<file path="config.mk">
export PLATFORM = sky130hd
export DESIGN_NAME = mac_pipe_flat
export DESIGN_NICKNAME = d
export VERILOG_FILES = /design/src/rtl/mac_pipe_if.sv /design/src/rtl/mac_pipe.sv /design/src/flat_wrapper.sv
export SDC_FILE = /design/constraint.sdc
export NUM_CORES = 1
export LEC_CHECK = 0
export ABC_AREA = 1
export CELL_PAD_IN_SITES_DETAIL_PLACEMENT = 2
export CELL_PAD_IN_SITES_GLOBAL_PLACEMENT = 2
export CORE_ASPECT_RATIO = 1.75
export CORE_MARGIN = 2
export CORE_UTILIZATION = 40
export DETAILED_ROUTE_END_ITERATION = 10
export DONT_BUFFER_PORTS = 1
export PLACE_DENSITY_LB_ADDON = 0.1
export SYNTH_ARGS = -nofsm -noshare
export SYNTH_HDL_FRONTEND = slang
export SYNTH_SLANG_ARGS = --single-unit
</file>
<file path="constraint.sdc">
create_clock -name clk -period 3.19 [get_ports clk]
set_input_delay 0.957 -clock clk [delete_from_list [all_inputs] [get_ports clk]]
set_output_delay 0.957 -clock clk [all_outputs]
set_load 0.02 [all_outputs]
</file>
<file path="src/rtl/mac_pipe_if.sv">
// mac_pipe_if: stream bus for the mac_pipe datapath.
//
// Upstream side : in_valid, in_ready, ina, inb, inc
// Downstream side: out_valid, out_ready, out, out_ovf
//
// Modports:
//   master - the producer/consumer environment around the pipe
//   slave  - the mac_pipe block itself
interface mac_pipe_if #(
  parameter int W     = 3,
  parameter int OUT_W = 6
);
  logic             in_valid;
  logic             in_ready;
  logic [W-1:0]     ina;
  logic [W-1:0]     inb;
  logic [W-1:0]     inc;
  logic             out_valid;
  logic             out_ready;
  logic [OUT_W-1:0] out;
  logic             out_ovf;

  modport master (
    output in_valid, ina, inb, inc, out_ready,
    input  in_ready, out_valid, out, out_ovf
  );

  modport slave (
    input  in_valid, ina, inb, inc, out_ready,
    output in_ready, out_valid, out, out_ovf
  );
endinterface

</file>
<file path="src/rtl/mac_pipe.sv">
// mac_pipe: three-stage streaming datapath computing
//   out = (ina + inb) * inc + inc
// for every accepted beat, with valid/ready flow control and per-stage
// bubble collapse. Each beat carries its own inc down the pipe.
//
// Ports:
//   clk  - sole clock, rising edge
//   rst  - asynchronous active-low reset; clears all state immediately
//   bus  - mac_pipe_if.slave: in_valid/in_ready/ina/inb/inc upstream,
//          out_valid/out_ready/out/out_ovf downstream (outputs registered)
//
// Parameters:
//   W     - operand width (>= 1)
//   OUT_W - result width (1 .. 2W+2)
//
// Build option:
//   MAC_PIPE_SATURATE_EN - when defined, an overflowing result is clamped
//                          to all ones instead of wrapping. out_ovf is the
//                          same in both builds.
module mac_pipe #(
  parameter int W     = 3,
  parameter int OUT_W = 6
) (
  input  logic      clk,
  input  logic      rst,
  mac_pipe_if.slave bus
);

  localparam int SUM_W  = W + 1;
  localparam int PROD_W = 2 * W + 1;
  localparam int FULL_W = 2 * W + 2;

  // True when any bit at or above OUT_W is set in the full-precision result.
  function automatic logic ovf_of(input logic [FULL_W-1:0] full);
    logic [FULL_W-1:0] hi;
    hi = full >> OUT_W;
    return |hi;
  endfunction

  // Stage valid bits
  logic v1_q, v1_d;
  logic v2_q, v2_d;
  logic v3_q, v3_d;

  // Stage data registers
  logic [SUM_W-1:0]  sum_q,  sum_d;
  logic [W-1:0]      c1_q,   c1_d;
  logic [PROD_W-1:0] prod_q, prod_d;
  logic [W-1:0]      c2_q,   c2_d;
  logic [OUT_W-1:0]  out_q,  out_d;
  logic              ovf_q,  ovf_d;

  // Advance enables and S3 arithmetic
  logic              adv1_s, adv2_s, adv3_s;
  logic [FULL_W-1:0] full_s;
  logic              ovf_s;

  // Advance chain: a stage moves when it is empty or its successor moves,
  // so an empty stage always fills even while the output is stalled.
  always_comb begin
    adv3_s = !v3_q || bus.out_ready;
    adv2_s = !v2_q || adv3_s;
    adv1_s = !v1_q || adv2_s;
  end

  // Full-precision final add and overflow detection feeding the output register.
  always_comb begin
    full_s = FULL_W'(prod_q) + FULL_W'(c2_q);
    ovf_s  = ovf_of(full_s);
  end

  // Next-state for every stage; non-advancing stages hold.
  always_comb begin
    v1_d   = v1_q;
    v2_d   = v2_q;
    v3_d   = v3_q;
    sum_d  = sum_q;
    c1_d   = c1_q;
    prod_d = prod_q;
    c2_d   = c2_q;
    out_d  = out_q;
    ovf_d  = ovf_q;

    if (adv1_s) begin
      v1_d  = bus.in_valid;
      sum_d = SUM_W'(bus.ina) + SUM_W'(bus.inb);
      c1_d  = bus.inc;
    end else begin
      v1_d  = v1_q;
      sum_d = sum_q;
      c1_d  = c1_q;
    end

    if (adv2_s) begin
      v2_d   = v1_q;
      prod_d = PROD_W'(sum_q) * PROD_W'(c1_q);
      c2_d   = c1_q;
    end else begin
      v2_d   = v2_q;
      prod_d = prod_q;
      c2_d   = c2_q;
    end

    if (adv3_s) begin
      v3_d  = v2_q;
      ovf_d = ovf_s;
`ifdef MAC_PIPE_SATURATE_EN
      if (ovf_s) begin
        out_d = {OUT_W{1'b1}};
      end else begin
        out_d = full_s[OUT_W-1:0];
      end
`else
      out_d = full_s[OUT_W-1:0];
`endif
    end else begin
      v3_d  = v3_q;
      out_d = out_q;
      ovf_d = ovf_q;
    end
  end

  // Pipeline state register; reset discards all in-flight beats at once.
  always_ff @(posedge clk or negedge rst) begin
    if (!rst) begin
      v1_q   <= 1'b0;
      v2_q   <= 1'b0;
      v3_q   <= 1'b0;
      sum_q  <= {SUM_W{1'b0}};
      c1_q   <= {W{1'b0}};
      prod_q <= {PROD_W{1'b0}};
      c2_q   <= {W{1'b0}};
      out_q  <= {OUT_W{1'b0}};
      ovf_q  <= 1'b0;
    end else begin
      v1_q   <= v1_d;
      v2_q   <= v2_d;
      v3_q   <= v3_d;
      sum_q  <= sum_d;
      c1_q   <= c1_d;
      prod_q <= prod_d;
      c2_q   <= c2_d;
      out_q  <= out_d;
      ovf_q  <= ovf_d;
    end
  end

  assign bus.in_ready  = adv1_s;
  assign bus.out_valid = v3_q;
  assign bus.out       = out_q;
  assign bus.out_ovf   = ovf_q;

endmodule

</file>
<file path="src/flat_wrapper.sv">
// flat-port wrapper written by rule: the top's interface ports become plain ports
module mac_pipe_flat 
#(
  parameter int W     = 3,
  parameter int OUT_W = 6
)
  (clk, rst, bus_in_valid, bus_ina, bus_inb, bus_inc, bus_out_ready, bus_in_ready, bus_out_valid, bus_out, bus_out_ovf);
  mac_pipe_if #(.W(W), .OUT_W(OUT_W)) bus_i ();
  input  logic clk;
  input  logic rst;
  input wire logic [$bits(bus_i.in_valid)-1:0] bus_in_valid;
  input wire logic [$bits(bus_i.ina)-1:0] bus_ina;
  input wire logic [$bits(bus_i.inb)-1:0] bus_inb;
  input wire logic [$bits(bus_i.inc)-1:0] bus_inc;
  input wire logic [$bits(bus_i.out_ready)-1:0] bus_out_ready;
  output wire logic [$bits(bus_i.in_ready)-1:0] bus_in_ready;
  output wire logic [$bits(bus_i.out_valid)-1:0] bus_out_valid;
  output wire logic [$bits(bus_i.out)-1:0] bus_out;
  output wire logic [$bits(bus_i.out_ovf)-1:0] bus_out_ovf;
  assign bus_i.in_valid = bus_in_valid;
  assign bus_i.ina = bus_ina;
  assign bus_i.inb = bus_inb;
  assign bus_i.inc = bus_inc;
  assign bus_i.out_ready = bus_out_ready;
  assign bus_in_ready = bus_i.in_ready;
  assign bus_out_valid = bus_i.out_valid;
  assign bus_out = bus_i.out;
  assign bus_out_ovf = bus_i.out_ovf;
  mac_pipe #(.W(W), .OUT_W(OUT_W)) u_core (.clk(clk), .rst(rst), .bus(bus_i));
endmodule
</file>
==> impl_metrics.json, run 1 <==
{
  "layoutNonFillerInstCount": 241,
  "floorplan.die_area_um2": 4643,
  "globalRoute.totalOverflow": 0,
  "placed_cells_incl_taps": 237,
  "final_cell_mix": "61 x sky130_fd_sc_hd__nand2_1, 31 x sky130_fd_sc_hd__inv_1, 27 x sky130_fd_sc_hd__dfrtp_1",
  "required_time_of_the_worst_setup_path_ps": 2230,
  "synthesis.instances": 193,
  "multi_input_comb_cells": 130,
  "clkTransAtPathRegs_ps": 100,
  "cp.buffers_inverters": 1,
  "grt.met3_usage_pct": 1.858,
  "largestPowerGroup": "sequential cells",
  "yosys.area.top_type_share_pct": 41.25,
  "buffer_area_share_pct": 0,
  "max_used_layer": "met4",
  "fmax_mhz": 382.6,
  "coreArea_um2": 3904,
  "fp-utilization_pct": 41.96,
  "maxCapViolCount": 0,
  "totalNegativeSetupSlack_ps": 0,
  "synth_cell_type_count": 25,
  "route.detailed.drc": 0,
  "synth_nets": 223,
  "timing.final.crit_period_ps": 2614,
  "regToRegStartpoint": "u_core.c1_q[1]",
  "cts-root-to-sink-buffers": 2,
  "holdCritPathClass": "in2async",
  "total_power_mw": 1.106,
  "grt_setup_unrepaired": "no",
  "cts.hold.buffers_added": 0,
  "outcome": "completed",
  "flop_cell": "sky130_fd_sc_hd__dfrtp_1",
  "clock_buffer_count": 3,
  "well_tap_count": 48,
  "ir_worst_vdd_mv": 0.2826,
  "grt_pass1_wl_um": 6313,
  "worstSetupPathDepth": 4,
  "timing.critical_path.from_type": "input port",
  "antennaDiodeCount": 0,
  "root_buffer": "sky130_fd_sc_hd__clkbuf_8",
  "routed-wl-met2_um": 2403,
  "final.fill_count": 466,
  "worst-setup-path-type": "in2out",
  "final.period_utilization_pct": 81.94,
  "comb_area_um2": 804.5,
  "final_layout_top_logic_cell": "sky130_fd_sc_hd__nand2_1",
  "nets": 224,
  "drt-vias-per-instance": 5.104,
  "yosys_cells": 193,
  "synth.yosys.seq_area_share_pct": 41.25,
  "preCtsSetupSlack_ps": 560.7,
  "timing.final.max_slew_violations": 0,
  "gp_routability_congestion": 0.7104,
  "netlist.top_cell.by_area": "sky130_fd_sc_hd__dfrtp_1",
  "worst_ep_arrival_time_ps": 1660,
  "m1WireLength_um": 1275,
  "power.net_switching_mw": 0.4584,
  "final.hold.worst_slack_ps": 362.2,
  "post_route_cells_drive_above_1_share_pct": 10.88,
  "path_delay_family": "simple AND/OR/NAND/NOR gates",
  "largest_register_ffs": 7,
  "dr_wl_met3_um": 91,
  "top_level_ports": 22,
  "grt_util_met1_pct": 17.22,
  "power.clock.fraction_pct": 18.4,
  "postSynthAreaPerCell_um2": 8.486,
  "clock-sinks": 27,
  "detailed_place.area_um2": 1663,
  "area.growth.synth_to_final_pct": 4.507,
  "number_of_antenna_violations_at_the_first_check_in_global_routing": 0,
  "ys_area_um2": 1638,
  "most_common_cell": "sky130_fd_sc_hd__nand2_1",
  "post_cts_resized": 0,
  "portBuffers": 0,
  "drtAntennaViolNets": 0,
  "leakagePower_nw": 0.9373,
  "ys_seq_elements": 27,
  "comb_total_area_pct": 47.00,
  "clkCellAreaFrac_pct": 2.851,
  "post_cts_buffers": 0
}
[run 1: worst register-to-register path, cell delays in order (launching register included)]
cell	delay, ps
sky130_fd_sc_hd__dfrtp_1	470
sky130_fd_sc_hd__nand2_1	90
sky130_fd_sc_hd__inv_1	50
sky130_fd_sc_hd__fa_1	450
sky130_fd_sc_hd__ha_1	240
sky130_fd_sc_hd__fa_1	400
sky130_fd_sc_hd__or2_2	310
sky130_fd_sc_hd__nand3_1	100
sky130_fd_sc_hd__o21ai_2	60
[run 1: cells by family after synthesis]
kind of cell,Yosys count,share of synthesized area (%)
AND-OR/OR-AND,20,8.022
XOR/XNOR,1,0.5349
flip-flops,27,41.25
buffers and inverters,36,9.626
AND/OR/NAND/NOR,92,25.29
adder cells (fa/ha/maj),17,15.28
Run 1, wiring heat map:
Scale bar: 20 µm. The die is cut into 10 by 18 equal tiles; dark blue is low, red is high, scaled to the fullest tile. Values are wire area over tile area, all layers added.
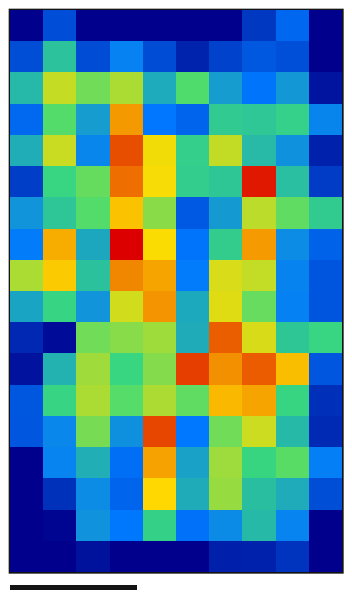
densest ninth of the die: center
emptiest ninth of the die: lower left
nearly empty tiles: 11%
mean over tiles: 0.13
tiles over half the peak: 33%
fullest tile: 0.32
average wire per standard cell: 15.85 µm
routed via count: 1230

Run 1, signal wires by layer:
Scale bar: 20 µm.
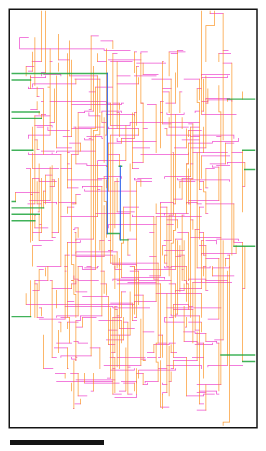
[orange] M2 | wire length: 2400 µm
[magenta] M1 | wire length: 1280 µm
[green] M3 | wire length: 91.1 µm
[blue] M4 | wire length: 49.6 µm
final routed wirelength across all metal layers: 3820 µm
GR Util All Layers: 18.50%

Run 1, cell classes on the final placement:
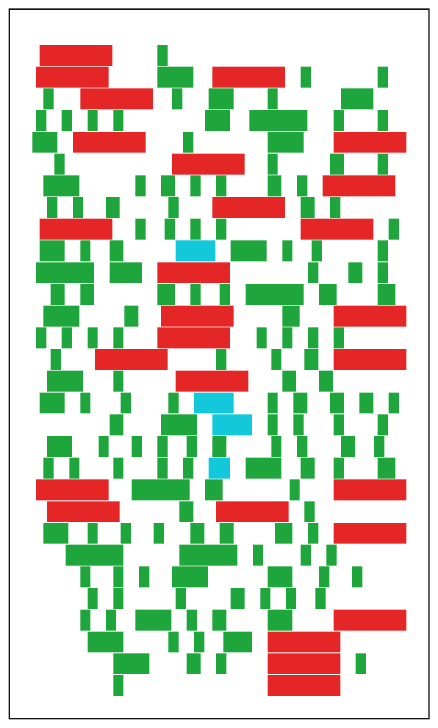
[green] remaining logic cells | cells: 162 | share of their area: 56%
[cyan] clock drivers and dummy loads | cells: 4 | share of their area: 3.0%
[red] registers | cells: 27 | share of their area: 41%
final core utilization: 43.85%
summed area of non-filler cells in the final layout: 1712 µm²
cell row count: 30

Run 1, sequential cells colored by netlist name:
Scale bar: 20 µm. Other sequential cells in the stronger gray, the rest of the logic in the fainter gray.
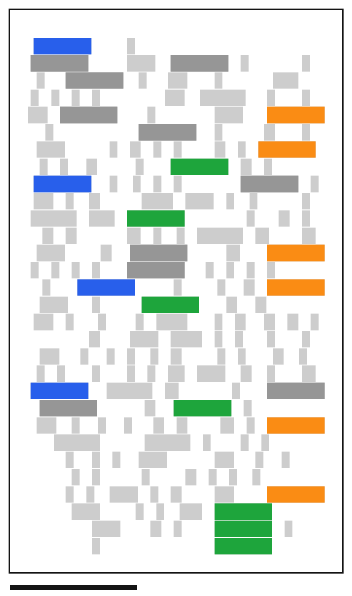
[blue] u_core.sum_q | flops: 4
[orange] u_core.bus.out | flops: 6
[green] u_core.prod_q | flops: 7
not colored: 10
Storage cell area: 675.6 µm²
power in sequential cells: 0.565 mW
flop share of the area: 39.47%

--- run 2 (diff from run 1) ---
--- a/config.mk
+++ b/config.mk
@@ -10,7 +10,7 @@
 export CELL_PAD_IN_SITES_GLOBAL_PLACEMENT = 2
 export CORE_ASPECT_RATIO = 1.75
 export CORE_MARGIN = 2
-export CORE_UTILIZATION = 40
+export CORE_UTILIZATION = 37
 export DETAILED_ROUTE_END_ITERATION = 10
 export DONT_BUFFER_PORTS = 1
 export PLACE_DENSITY_LB_ADDON = 0.1
==> constraint.sdc (replaced) <==
create_clock -name clk -period 2.7 [get_ports clk]
set_input_delay 0.81 -clock clk [delete_from_list [all_inputs] [get_ports clk]]
set_output_delay 0.81 -clock clk [all_outputs]
set_load 0.02 [all_outputs]
Run 2, cell classes on the final placement:
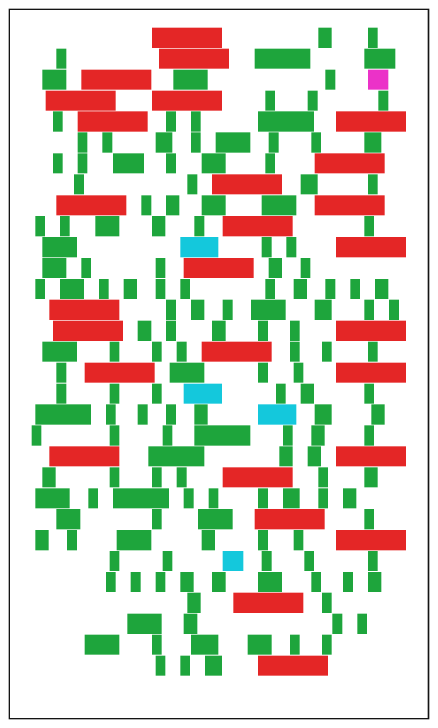
[cyan] clock drivers and dummy loads | cells: 4 | share of their area: 2.9%
[magenta] remaining buffers and delay cells | cells: 1 | share of their area: 0.45%
[red] registers | cells: 27 | share of their area: 41%
[green] remaining logic cells | cells: 162 | share of their area: 56%
summed area of non-filler cells in the final layout: 1723 µm²
area of the core: 4324 µm²
final core utilization: 39.84%
cell row count: 32
flop share of the area: 39.22%

Run 2, wiring heat map:
Scale bar: 20 µm. The die is cut into 11 by 18 equal tiles; dark blue is low, red is high, scaled to the fullest tile. Values are wire area over tile area, all layers added.
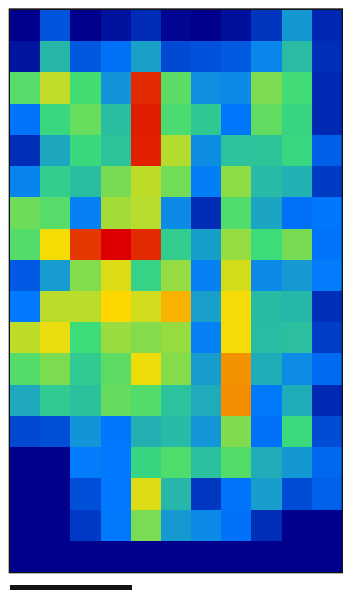
fullest tile: 0.34
mean over tiles: 0.13
emptiest ninth of the die: lower left
GR Util All Layers: 19.33%
average wire per standard cell: 16.87 µm
routed via count: 1240
final routed wirelength across all metal layers: 4133 µm

==> impl_metrics.json, run 2 <==
{
  "outcome": "completed",
  "preCtsSetupSlack_ps": 407.5,
  "grt.met3_usage_pct": 2.606,
  "final_cell_mix": "61 x sky130_fd_sc_hd__nand2_1, 31 x sky130_fd_sc_hd__inv_1, 27 x sky130_fd_sc_hd__dfrtp_1",
  "top_level_ports": 22,
  "clkTransAtPathRegs_ps": 100,
  "path_delay_family": "adder cells",
  "timing.final.max_slew_violations": 0,
  "ir_worst_vdd_mv": 0.2849,
  "gp_routability_congestion": 0.7929,
  "post_cts_buffers": 0,
  "placed_cells_incl_taps": 241,
  "yosys.area.top_type_share_pct": 41.25,
  "largest_register_ffs": 7,
  "final.period_utilization_pct": 85.04,
  "worst-setup-path-type": "reg2reg",
  "cts-root-to-sink-buffers": 2,
  "area.growth.synth_to_final_pct": 5.195,
  "worst_ep_arrival_time_ps": 2450,
  "leakagePower_nw": 0.9422,
  "ys_area_um2": 1638,
  "power.net_switching_mw": 0.5358,
  "worstSetupPathDepth": 9,
  "cts.hold.buffers_added": 0,
  "yosys_cells": 193,
  "synth.yosys.seq_area_share_pct": 41.25,
  "maxCapViolCount": 0,
  "post_route_cells_drive_above_1_share_pct": 11.34,
  "route.detailed.drc": 0,
  "grt_setup_unrepaired": "no",
  "flop_cell": "sky130_fd_sc_hd__dfrtp_1",
  "largestPowerGroup": "sequential cells",
  "synth_cell_type_count": 25,
  "portBuffers": 0,
  "m1WireLength_um": 1215,
  "antennaDiodeCount": 0,
  "ys_seq_elements": 27,
  "postSynthAreaPerCell_um2": 8.486,
  "root_buffer": "sky130_fd_sc_hd__clkbuf_8",
  "synth_nets": 223,
  "globalRoute.totalOverflow": 0,
  "drt-vias-per-instance": 5.061,
  "regToRegStartpoint": "u_core.sum_q[1]",
  "clock-sinks": 27,
  "post_cts_resized": 0,
  "routed-wl-met2_um": 2770,
  "final.hold.worst_slack_ps": 216.1,
  "cp.buffers_inverters": 1,
  "synthesis.instances": 193,
  "most_common_cell": "sky130_fd_sc_hd__nand2_1",
  "fmax_mhz": 435.5,
  "timing.critical_path.from_type": "register",
  "timing.final.crit_period_ps": 2296,
  "grt_util_met1_pct": 16.91,
  "number_of_antenna_violations_at_the_first_check_in_global_routing": 0
}
Run 2, sequential cells colored by netlist name:
Scale bar: 20 µm. Other sequential cells in the stronger gray, the rest of the logic in the fainter gray.
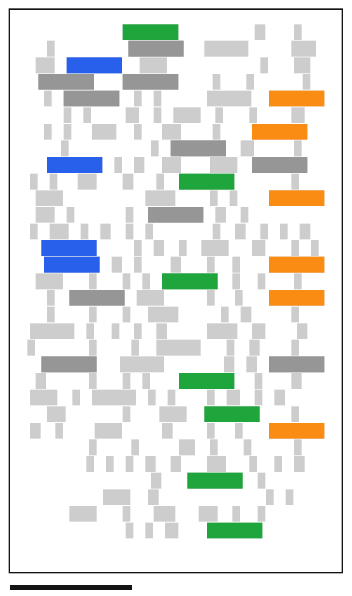
[green] u_core.prod_q | flops: 7
[blue] u_core.sum_q | flops: 4
[orange] u_core.bus.out | flops: 6
not colored: 10
power in sequential cells: 0.659 mW

run 2: cell counts after synthesis:
No cell type changed its count.
run 2: final cells by class:
type,instances,area [µm²]
Timing Repair Buffer,1,7.507
Clock inverter,1,7.507
Multi-Input combinational cell,130,804.5
Inverter,32,122.6
Tap cell,51,63.81
Clock buffer,3,41.29
Fill cell,521,2601
Sequential cell,27,675.6
run 2: cells by family after synthesis:
| kind of cell | Yosys count | share of synthesized area, % |
|---|---|---|
| adders and majority gates | 17 | 15.28 |
| DFF | 27 | 41.25 |
| AOI/OAI and AO/OA | 20 | 8.022 |
| and+or+nand+nor | 92 | 25.29 |
| buffers and inverters | 36 | 9.626 |
| xor gates and xnor gates | 1 | 0.5349 |
--- run 3 (diff from run 2) ---
--- a/config.mk
+++ b/config.mk
@@ -6,6 +6,7 @@
 export NUM_CORES = 1
 export LEC_CHECK = 0
 export ABC_AREA = 1
+export ABC_CLOCK_PERIOD_IN_PS = 2700
 export CELL_PAD_IN_SITES_DETAIL_PLACEMENT = 2
 export CELL_PAD_IN_SITES_GLOBAL_PLACEMENT = 2
 export CORE_ASPECT_RATIO = 1.75
Run 3, cell classes on the final placement:
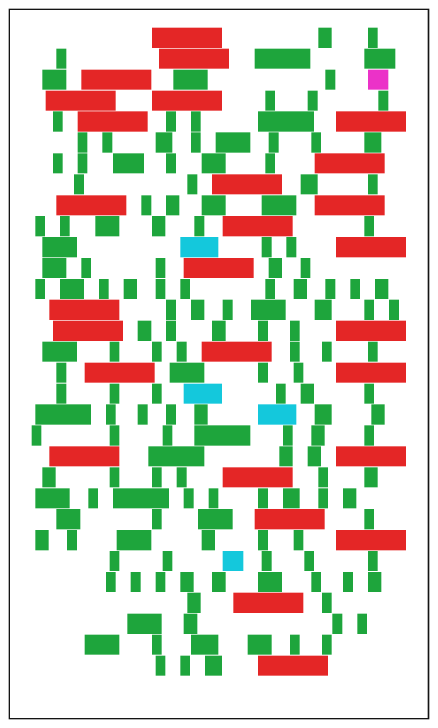
[cyan] clock drivers and dummy loads | cells: 4 | share of their area: 2.9%
[green] remaining logic cells | cells: 162 | share of their area: 56%
[red] registers | cells: 27 | share of their area: 41%
[magenta] remaining buffers and delay cells | cells: 1 | share of their area: 0.45%

Run 3, wiring heat map:
Scale bar: 20 µm. The die is cut into 11 by 18 equal tiles; dark blue is low, red is high, scaled to the fullest tile. Values are wire area over tile area, all layers added.
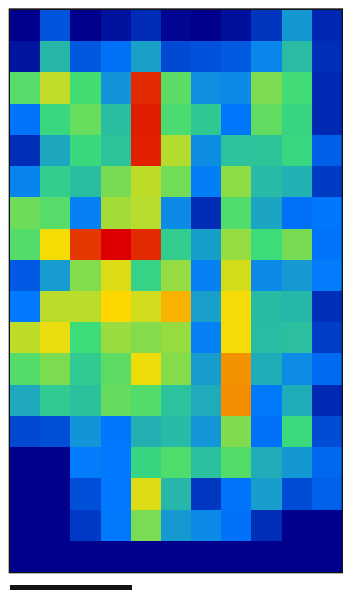
tiles over half the peak: 30%
emptiest ninth of the die: lower left
nearly empty tiles: 12%
mean over tiles: 0.13
fullest tile: 0.34

==> impl_metrics.json, run 3 <==
{
  "num_vias": 1240,
  "leakagePower_nw": 0.9422,
  "clkTransAtPathRegs_ps": 100,
  "clkCellAreaFrac_pct": 2.832,
  "flop_cell": "sky130_fd_sc_hd__dfrtp_1",
  "grt_util_met1_pct": 16.91,
  "yosys.area_share.aoi_pct": 8.021,
  "fa_ha_area_share_pct": 15.28,
  "root_buffer": "sky130_fd_sc_hd__clkbuf_8",
  "synthesis.instances": 193,
  "flops": 27,
  "route.detailed.drc": 0,
  "ys_seq_elements": 27,
  "wire_per_inst_um": 16.87,
  "well_tap_count": 51,
  "seq-cell-share_pct": 39.22,
  "coreArea_um2": 4324,
  "cts-root-to-sink-buffers": 2,
  "post_cts_resized": 0,
  "synth_cell_type_count": 25,
  "largestPowerGroup": "sequential cells",
  "drt-vias-per-instance": 5.061,
  "design_area_um2": 1723,
  "floorplan.rows": 32,
  "largest_register_ffs": 7,
  "final.hold.worst_slack_ps": 216.1,
  "most_common_cell": "sky130_fd_sc_hd__nand2_1",
  "path_delay_family": "adder cells",
  "worstSetupPathDepth": 9,
  "drt-total-wl_um": 4133,
  "final_cell_mix": "61 x sky130_fd_sc_hd__nand2_1, 31 x sky130_fd_sc_hd__inv_1, 27 x sky130_fd_sc_hd__dfrtp_1",
  "layout.non_clock_inverters": 32,
  "regToRegStartpoint": "u_core.sum_q[1]",
  "gp_routability_congestion": 0.7929,
  "number_of_antenna_violations_at_the_first_check_in_global_routing": 0,
  "grt.met3_usage_pct": 2.606,
  "buffer_area_share_pct": 0.4357,
  "fmax_mhz": 435.5,
  "multi_input_comb_cells": 130,
  "timing.final.crit_period_ps": 2296,
  "comb_total_area_pct": 46.70,
  "maxCapViolCount": 0,
  "m1WireLength_um": 1215,
  "yosys.area.top_type_share_pct": 41.25,
  "synth.yosys.seq_area_share_pct": 41.25,
  "antennaDiodeCount": 0,
  "worst-setup-path-type": "reg2reg",
  "cp.buffers_inverters": 1,
  "outcome": "completed",
  "groute.usage.overall_pct": 19.33,
  "comb_area_um2": 804.5,
  "post_synth_and_or_nand_nor_area_fraction_pct": 25.29,
  "top_area_cell_class": "logic gates",
  "final.period_utilization_pct": 85.04,
  "yosys_cells": 193,
  "worst_ep_arrival_time_ps": 2450,
  "timing.final.max_slew_violations": 0,
  "top_level_ports": 22,
  "area.growth.synth_to_final_pct": 5.195,
  "clock-sinks": 27,
  "seq_cell_power_mw": 0.659
}
Run 3, sequential cells colored by netlist name:
Scale bar: 20 µm. Other sequential cells in the stronger gray, the rest of the logic in the fainter gray.
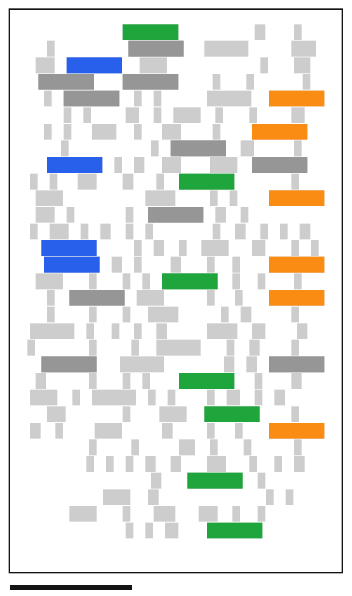
[orange] u_core.bus.out | flops: 6
[green] u_core.prod_q | flops: 7
[blue] u_core.sum_q | flops: 4
not colored: 10

[run 3: cell counts in the layout (fill, tap and decap cells not counted)]
Identical to the previous run, type by type.
[run 3: stage by stage]
step	cells	worst slack [ps]	power, mW
finish	245	403.8	1.305
global placement	241	504.9	1.052
CTS	245	377.8	1.338
global route	245	271.7	1.426
floorplan	193	502.9	0.9640
detailed placement	241	407.5	1.088
[run 3: how the worst min path moves through the flow]
stage | from | slack [ps] | cells past startpoint | endpoint
floorplan | u_core.prod_q[2] | 450 | 2 | u_core.prod_q[2]
global placement | u_core.prod_q[2] | 480 | 2 | u_core.prod_q[2]
detailed placement | u_core.prod_q[2] | 490 | 2 | u_core.prod_q[2]
CTS | rst | 210 | 0 | u_core.bus.out[1]
global route | rst | 190 | 0 | u_core.sum_q[2]
finish | rst | 220 | 0 | u_core.sum_q[2]
Power and IR drop assume default switching activity.
